==> config.mk <==
export PLATFORM = sky130hd
export DESIGN_NAME = reg_mask_encoder_flat
export DESIGN_NICKNAME = d
export VERILOG_FILES = /design/src/rtl/reg_mask_encoder_pkg.sv /design/src/rtl/reg_mask_encoder_if.sv /design/src/rtl/reg_mask_encoder_prio_enc16.sv /design/src/rtl/reg_mask_encoder.sv /design/src/flat_wrapper.sv
export SDC_FILE = /design/constraint.sdc
export NUM_CORES = 1
export LEC_CHECK = 0
export ABC_AREA = 1
export CORE_UTILIZATION = 50
export DETAILED_ROUTE_END_ITERATION = 16
export MAX_ROUTING_LAYER = met4
export PLACE_DENSITY = 0.85
export SYNTH_ARGS = -nofsm -noshare
export SYNTH_HDL_FRONTEND = slang
export SYNTH_HIERARCHICAL = 1
export SYNTH_SLANG_ARGS = --single-unit
==> constraint.sdc <==
create_clock -name clk -period 2.3 [get_ports clk]
set_input_delay 0.345 -clock clk [delete_from_list [all_inputs] [get_ports clk]]
set_output_delay 0.345 -clock clk [all_outputs]
set_load 0.02 [all_outputs]
==> src/rtl/reg_mask_encoder_pkg.sv <==
// Shared definitions for the register-mask encoder and its priority encoder.
// Holds the FSM state enum, register-file geometry and emit-order selectors.
// No ports; imported by the encoder top and prio_enc16.
package reg_mask_pkg;

  localparam int NREGS = 16;
  localparam int IDX_W = 4;

  localparam int ORDER_ASC  = 0;
  localparam int ORDER_DESC = 1;

  typedef enum logic [1:0] {
    ST_IDLE = 2'd0,
    ST_EMIT = 2'd1,
    ST_DONE = 2'd2
  } state_e;

endpackage

==> src/rtl/reg_mask_encoder_if.sv <==
// Index stream from the mask encoder to the register-file port mux.
// Signals: idx_valid/idx/idx_last driven by the encoder, idx_ready by the consumer.
// master = encoder side, slave = consumer side.
interface reg_mask_encoder_if #(
  parameter int IDX_W = 4
) ();

  logic             idx_valid;
  logic [IDX_W-1:0] idx;
  logic             idx_ready;
  logic             idx_last;

  modport master (
    output idx_valid,
    output idx,
    output idx_last,
    input  idx_ready
  );

  modport slave (
    input  idx_valid,
    input  idx,
    input  idx_last,
    output idx_ready
  );

endinterface

==> src/rtl/reg_mask_encoder_prio_enc16.sv <==
// Combinational 16->4 priority encoder; ORDER picks lowest (0) or highest (1) set bit.
// Ports: vec in, idx out (0 when vec is zero), onehot_or_zero out (vec has at most one bit set).
// Purely combinational, no state.
module prio_enc16 #(
  parameter int ORDER = reg_mask_pkg::ORDER_ASC
) (
  input  logic [15:0] vec,
  output logic [3:0]  idx,
  output logic        onehot_or_zero
);

  import reg_mask_pkg::*;

  always_comb begin
    idx = '0;
    if (ORDER == ORDER_ASC) begin
      // Scan downward so the last hit, i.e. the lowest set bit, wins.
      for (int i = NREGS - 1; i >= 0; i--) begin
        if (vec[i]) idx = IDX_W'(i);
      end
    end else begin
      for (int i = 0; i < NREGS; i++) begin
        if (vec[i]) idx = IDX_W'(i);
      end
    end
  end

  // Clearing the lowest set bit leaves zero only for one-hot or empty vectors.
  assign onehot_or_zero = ((vec & (vec - 16'd1)) == 16'd0);

endmodule

==> src/rtl/reg_mask_encoder.sv <==
// Serializes a 16-bit register mask into a stream of 4-bit register indices, one per handshake.
// Ports: clk, reset_n (sync, active-low), start/mask/abort control, idx_if index stream (master),
//        busy, done (one-cycle completion pulse), count (indices accepted in current/last sequence).
module reg_mask_encoder #(
  parameter int NREGS = 16,
  parameter int IDX_W = 4,
  parameter int ORDER = reg_mask_pkg::ORDER_ASC
) (
  input  logic                clk,
  input  logic                reset_n,
  input  logic                start,
  input  logic [NREGS-1:0]    mask,
  input  logic                abort,
  reg_mask_encoder_if.master  idx_if,
  output logic                busy,
  output logic                done,
  output logic [IDX_W:0]      count
);

  import reg_mask_pkg::*;

  state_e           state_q, state_d;
  logic [NREGS-1:0] pending_q, pending_d;
  logic [IDX_W:0]   count_q, count_d;

  logic [IDX_W-1:0] enc_idx;
  logic             enc_single;
  logic             emit;
  logic             hshake;

  prio_enc16 #(
    .ORDER (ORDER)
  ) u_prio_enc16 (
    .vec            (pending_q),
    .idx            (enc_idx),
    .onehot_or_zero (enc_single)
  );

  assign emit   = (state_q == ST_EMIT);
  assign hshake = emit && idx_if.idx_ready;

  always_comb begin
    state_d   = state_q;
    pending_d = pending_q;
    count_d   = count_q;
    case (state_q)
      ST_IDLE: begin
        // abort in IDLE only serves to mask a coincident start.
        if (start && !abort) begin
          count_d = '0;
          if (mask != '0) begin
            pending_d = mask;
            state_d   = ST_EMIT;
          end else begin
            state_d   = ST_DONE;
          end
        end
      end
      ST_EMIT: begin
        if (abort) begin
          pending_d = '0;
          state_d   = ST_IDLE;
        end else if (hshake) begin
          pending_d = pending_q & ~(NREGS'(1) << enc_idx);
          count_d   = count_q + (IDX_W + 1)'(1);
          if (enc_single) state_d = ST_DONE;
        end
      end
      ST_DONE: begin
        pending_d = '0;
        state_d   = ST_IDLE;
      end
      default: begin
        pending_d = '0;
        state_d   = ST_IDLE;
      end
    endcase
  end

  always_ff @(posedge clk) begin
    if (!reset_n) begin
      state_q   <= ST_IDLE;
      pending_q <= '0;
      count_q   <= '0;
    end else begin
      state_q   <= state_d;
      pending_q <= pending_d;
      count_q   <= count_d;
    end
  end

  // Outputs come from registered state; idx_ready never reaches them.
  assign idx_if.idx_valid = emit;
  assign idx_if.idx       = emit ? enc_idx : '0;
  assign idx_if.idx_last  = emit && enc_single;
  assign busy             = (state_q != ST_IDLE);
  // An abort landing on the DONE cycle cancels the completion pulse.
  assign done             = (state_q == ST_DONE) && !abort;
  assign count            = count_q;

endmodule

==> src/flat_wrapper.sv <==
// flat-port wrapper written by rule: the top's interface ports become plain ports
module reg_mask_encoder_flat import reg_mask_pkg::*;
#(
  parameter int NREGS = 16,
  parameter int IDX_W = 4,
  parameter int ORDER = reg_mask_pkg::ORDER_ASC
)
  (clk, reset_n, start, mask, abort, busy, done, count, idx_if_idx_valid, idx_if_idx, idx_if_idx_last, idx_if_idx_ready);
  reg_mask_encoder_if #(.IDX_W(IDX_W)) idx_if_i ();
  input  logic clk;
  input  logic reset_n;
  input  logic start;
  input  logic [NREGS-1:0] mask;
  input  logic abort;
  output logic busy;
  output logic done;
  output logic [IDX_W:0] count;
  output wire logic [$bits(idx_if_i.idx_valid)-1:0] idx_if_idx_valid;
  output wire logic [$bits(idx_if_i.idx)-1:0] idx_if_idx;
  output wire logic [$bits(idx_if_i.idx_last)-1:0] idx_if_idx_last;
  input wire logic [$bits(idx_if_i.idx_ready)-1:0] idx_if_idx_ready;
  assign idx_if_idx_valid = idx_if_i.idx_valid;
  assign idx_if_idx = idx_if_i.idx;
  assign idx_if_idx_last = idx_if_i.idx_last;
  assign idx_if_i.idx_ready = idx_if_idx_ready;
  reg_mask_encoder #(.NREGS(NREGS), .IDX_W(IDX_W), .ORDER(ORDER)) u_core (.clk(clk), .reset_n(reset_n), .start(start), .mask(mask), .abort(abort), .idx_if(idx_if_i), .busy(busy), .done(done), .count(count));
endmodule
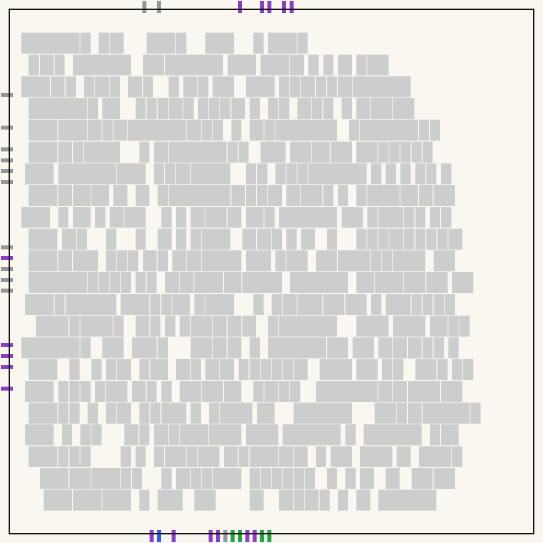
run_1/io_placement.png
Drawn at 8 px/micron. Pins as bars across the die edge, other pins in gray.
- purple: `mask` (pins 16; direction input; edge 6 bottom, 5 top, 5 left)
- green: `idx_if_idx` (pins 4; direction output; edge bottom)
- blue: `busy` (pins 1; direction output; edge bottom)

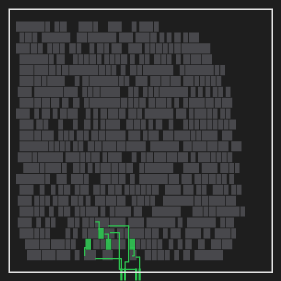
run_1/io_fan.png
Drawn at 4 px/micron.
- green: `idx_if_idx` (bits 4; direction output; edge bottom; end cells 4; buffers 4; wire 58.1 microns)
IO Pins: 34
Buffers on Ports: 33

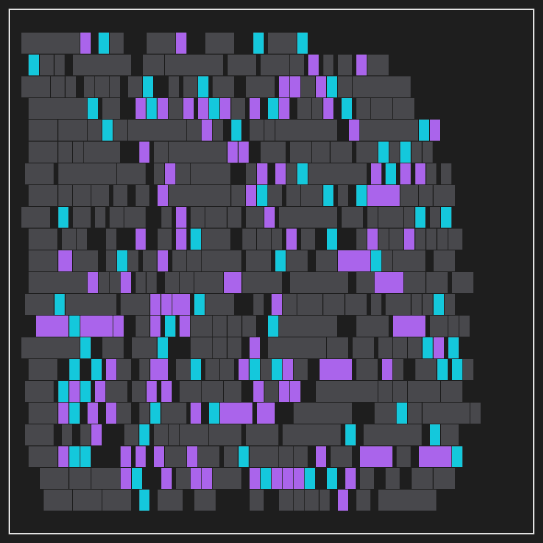
run_1/logic_types.png
Drawn at 8 px/micron.
- cyan: inv cells (cells 65; where all over the die)
- purple: nor cells (cells 94)
combinational share of cell area: 47.6%
final non-filler cell total: 469
Commonest Layout Cell: nor2_1

==> results.cfg, run 1 <==
; yosys + openroad results
[cells_and_area]
antenna_cells = 0
layout.nets = 444
utilization_pct = 73.1
area_delta_synth_final_pct = 36.4

[route]
highest_layer = met4
route.met2.wl_microns = 3040
avgRoutedWirePerCell_microns = 12.9
drc = 0
postRouteAntennaNets = 0
met3_length_microns = 433
vias = 2545
dr.pass1.iters = 5
avgViaCountPerCell = 5.43

[timing]
max_freq_mhz = 425
holdWs_ps = 526
finalClockSkew_ps = 5.82
slew_headroom_pct = 64.0
finalSetupViolCount = 1
min_period_ps = 2350
worst_slack_ps = -50.3
finalClockPeriodUsage_pct = 102
hold_viol = 0
timing.setup.tns_ps = -50.3

[worst_setup_path]
crit_path_max_incr_delay_ps = 340
worst_setup_path_start_kind = register
cpMaxStageDelayCell = dfxtp_2
cp_data_arrival_time_ps = 2010
crit_top_cell = nor2_4
rr_worst_depth = 23
worstSetupEndpointType = output pin

[global_routing]
grt_pass1_vias = 2250
gr-total-overflow = 0
grt_util_all_layers_pct = 29.7

[logic_synthesis]
ys_warn_count = 6
ys_seq_share_pct = 22.9
synth_cell_type_count = 27
synth_nets = 379
ys_cells = 357

[placed_design]
dpl-instance-area_sq_mm = 0.00260
post-place-ws_ps = -187
dp_hpwl_microns = 4540

[flow_run]
warnings = 28

[power]
leakagePower_nw = 1.27
p_per_area_mw_per_mm2 = 570
peakVddDrop_uv = 394

[hold_path]
holdPathStages = 2
hold_start = u_core/count[3]

[floorplanning]
die_w_microns = 65.4

[outcome]
violations = setup timing
status = finished, violations left

[clock_network]
clk_pin_slew_ps = 90
postCtsHoldBufs = 0
clkLatencyLatePin_ps = 260
cts_root_buf = clkbuf_8
==> run 1: cell usage in the layout (no fill, tap or decap), drive strengths merged <==
cell type,netlist,final
buf,12,41
nand4,6,6
dfxtp,23,23
o2111ai,2,2
nor3,2,2
o21a,1,1
a21oi,40,40
clkdlybuf4s15,0,1
clkinv,2,3
o21ai,11,11
a31oi,2,2
nand3,37,37
inv,63,63
nor2,92,92
ha,1,1
clkbuf,0,4
dlygate4sd2,0,1
nand2,63,63
clkdlybuf4s50,0,28
==> run 1: cells in the mapped netlist <==
cell	number	area, sq um
a21oi_1	40	200
a31oi_1	2	12.5
buf_2	8	40.0
buf_4	1	7.51
buf_6	3	33.8
clkinv_1	2	7.51
dfxtp_1	23	460
ha_1	1	12.5
inv_1	60	225
inv_2	3	11.3
nand2_1	59	221
nand2_2	2	12.5
nand2_4	2	22.5
nand3_1	35	175
nand3_2	1	10.0
nand3_4	1	17.5
nand4_1	6	37.5
nor2_1	84	315
nor2_2	1	6.26
nor2_4	7	78.8
nor3_1	1	5.00
nor3_2	1	10.0
o2111ai_1	2	17.5
o21a_1	1	7.51
o21ai_0	9	45.0
o21ai_1	1	5.00
o21ai_2	1	8.76
==> run 1: power breakdown <==
group | total, mW | internal [mW] | leakage, nW | switching (mW)
Sequential | 0.473 | 0.436 | 0.190 | 0.0374
Combinational | 0.832 | 0.355 | 1.05 | 0.477
Clock | 0.256 | 0.121 | 0.0255 | 0.135
Total | 1.56 | 0.912 | 1.27 | 0.649
==> run 1: flip-flops by register name, summed over array words and instances (netlist names) <==
signal            count
u_core/count          5
u_core/pending_q     16
u_core/state_q        2
==> run 1: per-layer routing <==
layer,vias to the layer above,GRT usage (%)
met4,0,9.51
met5,-,-
met1,1161,35.2
li1,1250,-
met3,16,4.51
met2,118,51.3
==> run 1: worst paths after layout <==
| kind | to | slack, ps |
|---|---|---|
| max | idx_if_idx_last | -50 |
| min | u_core/count[3] | 530 |
| max reg2reg | u_core/pending_q[1] | 110 |
| min reg2reg | u_core/count[3] | 530 |
==> run 1: what timing repair did <==
item	CTS	global route
cloned	0	0
gates resized	11	33
pin swaps	0	19
endpoints found under the setup margin	6	19
setup buffers	0	1
==> run 1: worst max-delay path, delay by kind of cell (launching register included) <==
family / cells / cell delay [ps]
simple gates: 9 / 1060
flops: 1 / 340
buf+inv: 2 / 230
compound gates: 1 / 100
==> run 1: layout make-up <==
cell class              count  area (sq um)  share of cell area, %
repair buffers             72           619                   22.6
flip-flops and latches     23           464                   17.0
clock buffers               3          41.3                   1.51
inverters                  65           244                   8.91
well taps                  48          60.1                   2.19
multi-input cells         257          1300                   47.6
clock inverters             1          5.00                  0.183
==> run 1: cells by family (layout without fill, tap and decap cells) <==
| logic type | count (synthesis) | count (layout) | share of synthesized area, % |
|---|---|---|---|
| fa+ha+maj | 1 | 1 | 0.623 |
| buf+inv | 77 | 141 | 16.2 |
| simple gates | 200 | 200 | 45.4 |
| compound gates | 56 | 56 | 14.8 |
| flops | 23 | 23 | 22.9 |
--- run 2 (diff from run 1) ---
--- a/config.mk
+++ b/config.mk
@@ -6,6 +6,7 @@
 export NUM_CORES = 1
 export LEC_CHECK = 0
 export ABC_AREA = 1
+export ABC_CLOCK_PERIOD_IN_PS = 2300
 export CORE_UTILIZATION = 50
 export DETAILED_ROUTE_END_ITERATION = 16
 export MAX_ROUTING_LAYER = met4
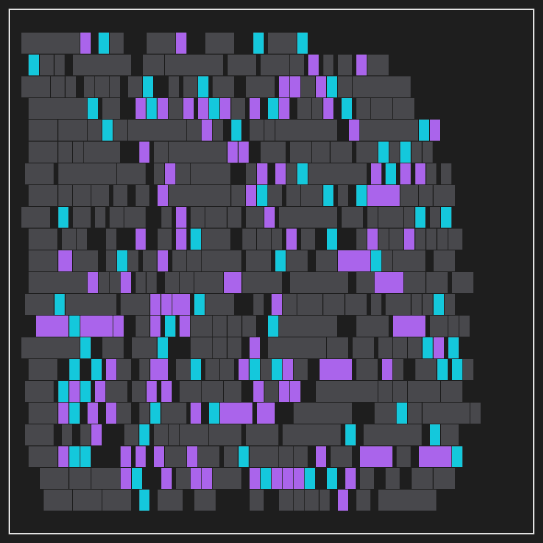
run_2/logic_types.png
Drawn at 8 px/micron.
- purple: nor cells (cells 94)
- cyan: inv cells (cells 65; where all over the die)

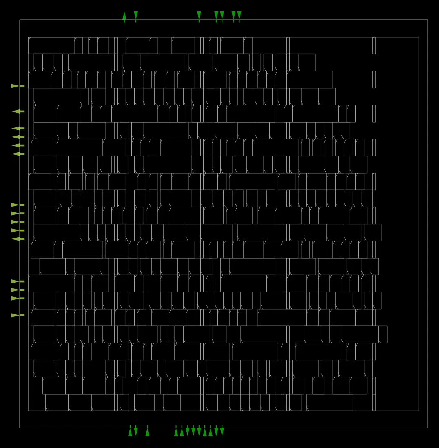
run_2/placement.png
# Taps: 48
Flop Count: 23
Seq area share: 17.0%
post-layout util: 73.1%

==> run 2 against run 1 <==
Compared with the run above: critical endpoint unchanged; the flow still finishes with violations (setup timing); clock skew did not move; cell count unchanged; total power stayed put; global-route usage did not move.
==> results.cfg, run 2 <==
; yosys + openroad results
[outcome]
status = finished, violations left
violations = setup timing

[route]
dr.pass1.iters = 5
avgViaCountPerCell = 5.43
met3_length_microns = 433
highest_layer = met4
vias = 2545
avgRoutedWirePerCell_microns = 12.9
drc = 0
route.met2.wl_microns = 3040

[power]
peakVddDrop_uv = 394
p_int_mw = 0.912
p_per_area_mw_per_mm2 = 570
p_comb_share_pct = 53.3
p_seq_share_pct = 30.3
switching_share_pct = 41.6
clkPwrFrac_pct = 16.4

[placed_design]
post-place-ws_ps = -187
placed_cells = 464
dp_hpwl_microns = 4540

[logic_synthesis]
synth_nets = 379
ys_warn_count = 6
yosys-top-cells-area = dfxtp_1 (23%), nor2_1 (16%), inv_1 (11%)
synthArstFlopShare_pct = 0
synth_cell_type_count = 27
top_cell_area_share_pct = 22.9
common_cells = nor2_1 (84), inv_1 (60), nand2_1 (59), a21oi_1 (40), nand3_1 (35)
edf_count = 0
ys_cells = 357
flop_cell = dfxtp_1

[clock_network]
cts_root_buf = clkbuf_8
clkLatencyLatePin_ps = 260
clk_pin_slew_ps = 90

[cells_and_area]
final_cell_count_no_fill = 469
top_register = u_core/pending_q
antenna_cells = 0
area_delta_synth_final_pct = 36.4
largest_reg_flops = 16
lay_top_cells = nor2_1 (79), inv_1 (58), nand2_1 (57)
lay_top_count = nor2_1
layout.nets = 444

[floorplanning]
ios = 34
die_w_microns = 65.4

[worst_setup_path]
crit_path_max_incr_delay_ps = 340
worst_setup_path_start_kind = register
crit_top_cell = nor2_4
cp_num_buf_inv = 2
cpLargestDelayFamily = simple AND/OR/NAND/NOR gates
worstSetupEndpointType = output pin
cp_data_arrival_time_ps = 2010
cpMaxStageDelayCell = dfxtp_2

[timing]
min_period_ps = 2350
worst_slack_ps = -50.3
max_freq_mhz = 425
finalClockSkew_ps = 5.82
finalSetupViolCount = 1
slew_headroom_pct = 64.0
finalClockPeriodUsage_pct = 102

[flow_run]
warnings = 28

[global_routing]
grt_pass1_vias = 2250
[run 2: cell counts after synthesis]
No cell type changed its count.
[run 2: routing by layer]
layer,GRT usage (%),up-vias
met2,51.3,118
met1,35.2,1161
met5,-,-
met3,4.51,16
li1,-,1250
met4,9.51,0
[run 2: timing repair]
action / in CTS / in global routing
hold buffers: 0 / 0
setup endpoints to repair: 6 / 19
gates resized: 11 / 33
setup buffers: 0 / 1
pin swaps: 0 / 19
[run 2: worst paths after layout]
path | from | endpoint | slack, ps | cells past startpoint
worst max register to register | u_core/pending_q[14] | u_core/pending_q[1] | 110 | 23
worst min register to register | u_core/count[3] | u_core/count[3] | 530 | 2
worst min-delay path | u_core/count[3] | u_core/count[3] | 530 | 2
worst max-delay path | u_core/pending_q[0] | idx_if_idx_last | -50 | 12
[run 2: power groups by stage]
| stage | Sequential [mW] | Clock [mW] | Combinational (mW) |
|---|---|---|---|
| after floorplan | 0.489 | 0 | 0.438 |
| after global placement | 0.479 | 0 | 0.721 |
| after detailed placement | 0.480 | 0 | 0.739 |
| after CTS | 0.471 | 0.257 | 0.744 |
| after global routing | 0.478 | 0.277 | 0.911 |
| final | 0.473 | 0.256 | 0.832 |
[run 2: kinds of logic after synthesis]
logic type	after synthesis	share of synthesized area, %
and+or+nand+nor	200	45.4
buffers and inverters	77	16.2
AOI/OAI and AO/OA	56	14.8
DFF	23	22.9
adders and majority gates	1	0.623
[run 2: cell type report]
type,instances,area [sq um]
Clock buffer,3,41.3
Clock inverter,1,5.00
Fill cell,316,1010
Inverter,65,244
Multi-Input combinational cell,257,1300
Sequential cell,23,464
Tap cell,48,60.1
Timing Repair Buffer,72,619
[run 2: tightest hold or removal path, delay by kind of cell (launching register included)]
kind | cells | cell delay, ps
buffers and inverters | 1 | 80
DFF | 1 | 350
AOI/OAI and AO/OA | 1 | 60
[run 2: metrics by stage]
step,instance area (sq um),util (%),setup TNS (ps),total power [mW]
after floorplan,2010,-,0,0.927
after global placement,2600,69.5,-132,1.20
after detailed placement,2600,69.5,-267,1.22
after CTS,2650,70.8,-148,1.47
after global routing,2740,73.1,-582,1.67
final,2740,73.1,-50.3,1.56
run_2/io_placement.png
Drawn at 8 px/micron. Pins as bars across the die edge, other pins in gray.
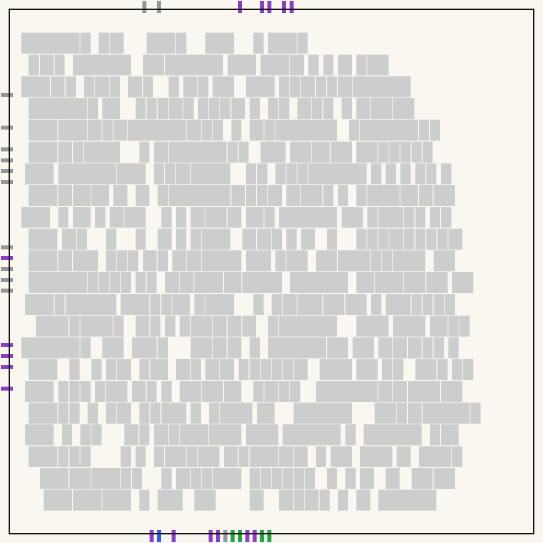

--- run 3 (diff from run 2) ---
--- a/config.mk
+++ b/config.mk
@@ -10,8 +10,7 @@
 export CORE_UTILIZATION = 50
 export DETAILED_ROUTE_END_ITERATION = 16
 export MAX_ROUTING_LAYER = met4
-export PLACE_DENSITY = 0.85
+export PLACE_DENSITY = 0.87
 export SYNTH_ARGS = -nofsm -noshare
 export SYNTH_HDL_FRONTEND = slang
-export SYNTH_HIERARCHICAL = 1
 export SYNTH_SLANG_ARGS = --single-unit
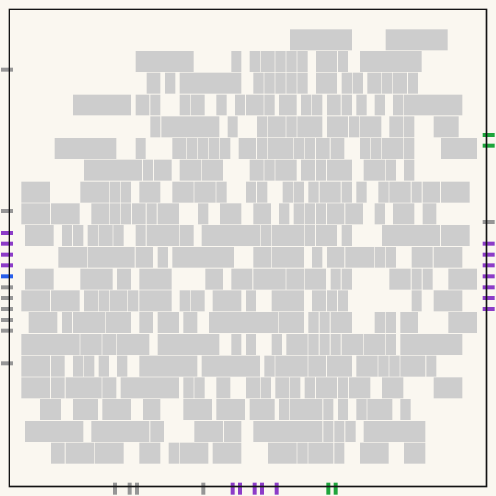
run_3/io_placement.png
Drawn at 8 px/micron. Pins as bars across the die edge, other pins in gray.
- purple: `mask` (pins 16; direction input; edge 7 right, 5 bottom, 4 left)
- blue: `busy` (pins 1; direction output; edge left)
- green: `idx_if_idx` (pins 4; direction output; edge 2 bottom, 2 right)
- all pins by edge: 13 left, 11 bottom, 10 right
die height: 59.5 microns
Die X: 59.5 microns

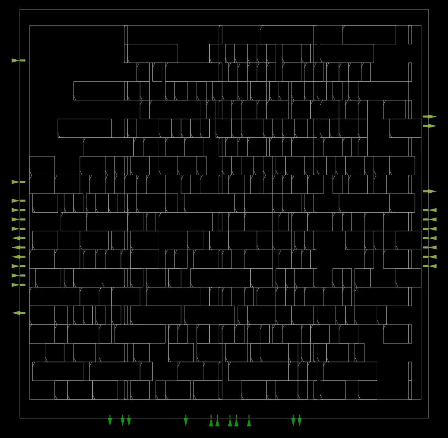
run_3/placement.png
final non-filler cell total: 343
Seq area share: 22.0%
Core Region: 0.00310 sq mm
row cnt: 20
post-layout util: 70.3%

==> run 3 against run 2 <==
Compared with the run above: the flow now finishes without violations; critical endpoint is now idx_if_idx[1]; die size is 17% lower; critical path type unchanged; combinational power increased by 110%; flip-flop count is the same; core utilization decreased by 2.8 points; first-iteration DRC count shrank 10%; critical path depth decreased by 5; worst setup slack improved by 140 ps; synthesized area is 18% lower; sequential power grew 35%; total power increased by 65%; clock-buffer cell count unchanged.
==> results.cfg, run 3 <==
; yosys + openroad results
[outcome]
status = complete, no violations

[clock_network]
htreeDepth = 1
clk_path_buf_depth = 2
clkLatencyLatePin_ps = 320
clk_pin_slew_ps = 150
postCtsHoldBufs = 0
cts_root_buf = clkbuf_4

[worst_setup_path]
worst_setup_path_start_kind = register
reg2reg_to = u_core.state_q[0]
cp_data_arrival_time_ps = 1860
r2r_start = u_core.pending_q[1]
regToRegSetupSlack_ps = 560
crit_path_start = u_core.pending_q[11]
worstSetupEndpointType = output pin
rr_worst_depth = 11
worstSetupEndpoint = idx_if_idx[1]

[global_routing]
grt_pass1_vias = 1703
gr-total-overflow = 0
antenna_found_initial = 0
grt_pass1_wl_microns = 7310
grt_util_all_layers_pct = 28.0
grt_max_degree = 17

[cells_and_area]
layout.nets = 322
lay_top_cells = nand2_1 (81), clkdlybuf4s50_1 (28), inv_1 (22)
largest_reg_flops = 16
area_delta_synth_final_pct = 32.1
top_register = u_core.pending_q
lay_top_count = nand2_1
antenna_cells = 0

[power]
peakVddDrop_uv = 632
p_per_area_mw_per_mm2 = 1180
leakagePower_nw = 0.945

[logic_synthesis]
yosys-top-cells-area = dfxtp_1 (28%), nand2_1 (19%), inv_1 (5.5%)
synthArstFlopShare_pct = 0
flop_cell = dfxtp_1
top_cell = nand2_1
top_area_cell = dfxtp_1
netlist_area_sq_mm = 0.00165
edf_count = 0
synth_cell_type_count = 38
synth_nets = 277
ys_seq_share_pct = 27.9
common_cells = nand2_1 (82), inv_1 (24), dfxtp_1 (23), nor2_1 (21), a21oi_1 (17)
top_cell_area_share_pct = 27.9
synth_cells = 255
ys_cells = 255
ys_warn_count = 0

[route]
avgRoutedWirePerCell_microns = 13.0
dr.pass1.iters = 4
avgViaCountPerCell = 5.37
postRouteAntennaNets = 0
wirelength_microns = 4450
drc = 0
vias = 1842

[hold_path]
worstHoldPathType = register to register

[timing]
hold_viol = 0
finalSetupViolCount = 0
slew_headroom_pct = 66.2
finalClockPeriodUsage_pct = 96.1
worst_slack_ps = 90.8
timing.setup.tns_ps = 0
slew_violations = 0
finalClockSkew_ps = 1.04
min_period_ps = 2210
max_freq_mhz = 453

[placed_design]
placed_cells = 335
dp_hpwl_microns = 3380
io_buffers = 33
post-place-ws_ps = 10.3

[floorplanning]
ios = 34
fp_util_pct = 53.2

[flow_run]
warnings = 27
## run 3: worst min path at each step
stage               cells after the start            startpoint  slack (ps)                    to
global route                            2  u_core.pending_q[13]         510  u_core.pending_q[13]
floorplan                               2               reset_n         440     u_core.state_q[0]
global placement                        2   u_core.pending_q[2]         470   u_core.pending_q[2]
detailed placement                      2   u_core.pending_q[2]         470   u_core.pending_q[2]
CTS                                     2   u_core.pending_q[2]         490   u_core.pending_q[2]
finish                                  2  u_core.pending_q[13]         490  u_core.pending_q[13]
## run 3: cells by family after synthesis
| logic type | Yosys count | synth area share [%] |
|---|---|---|
| AND/OR/NAND/NOR | 138 | 38.9 |
| AND-OR/OR-AND | 52 | 21.4 |
| buffers and inverters | 40 | 10.5 |
| flip-flops | 23 | 27.9 |
| XOR/XNOR | 1 | 0.530 |
| adder cells (fa/ha/maj) | 1 | 0.757 |
## run 3: per-layer routing
layer	part of all wire [%]	up-vias	track usage (%)
met5	0	-	-
met3	6.4	8	4.37
met2	47	73	45.4
li1	-	934	-
met1	46	827	36.0
met4	1.0	0	7.48
## run 3: final cells by class
| type | count | area, sq um |
|---|---|---|
| Clock buffer | 3 | 22.5 |
| Clock inverter | 1 | 7.51 |
| Fill cell | 263 | 921 |
| Inverter | 33 | 124 |
| Multi-Input combinational cell | 192 | 1050 |
| Sequential cell | 23 | 479 |
| Tap cell | 44 | 55.1 |
| Timing Repair Buffer | 47 | 443 |
## run 3: power by group
part | switching (mW) | internal (mW) | leakage (nW)
sequential | 0.131 | 0.509 | 0.193
clock | 0.144 | 0.0665 | 0.0139
combinational | 1.04 | 0.694 | 0.738
## run 3: stage by stage
step           area (sq um)  total power, mW  hold slack [ps]
2_1_floorplan          1650             1.77              443
3_3_place_gp           2070             2.22              468
3_5_place_dp           2070             2.22              471
4_1_cts                2100             2.42              492
5_1_grt                2180             2.80              506
6_report               2180             2.58              493
## run 3: repair_timing
| item | in CTS | in global routing |
|---|---|---|
| resized | 12 | 26 |
| buffers inserted | 0 | 4 |
| endpoints found under the setup margin | 5 | 4 |
| endpoints found under the hold margin | 0 | 0 |
| pin swaps | 0 | 7 |
## run 3: worst max-delay path: stages (launching register included)
cell and delay [ps]:
dfxtp_1 420, nor2_2 70, inv_1 70, a31oi_1 40
o31ai_1 250, a21boi_0 130, nor4_1 190, dlygate4sd2_1 370

==> notes/layouts.md <==
Pictures saved along the way, in no particular order.

Cell sizes after repair.
Drawn at 8 px/micron.
picture 1
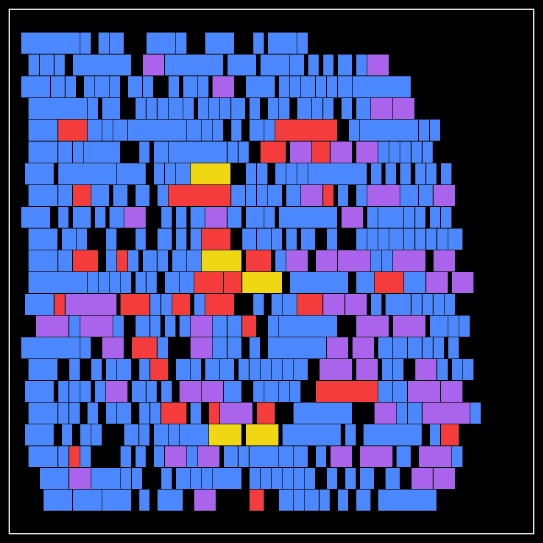
picture 2
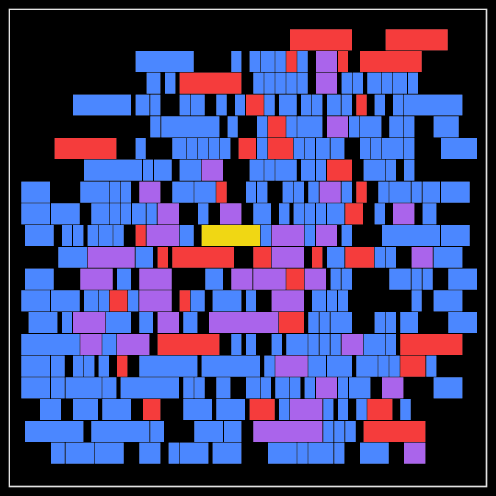
run 1 -> picture 1
run 3 -> picture 2

Key to picture 2:
- blue: _0 and _1 cells (cells 230)
- purple: _3 and _4 cells (cells 34)
- yellow: _6 and larger (cells 1)
- red: _2 cells (cells 34)

Power and IR drop assume default switching activity.
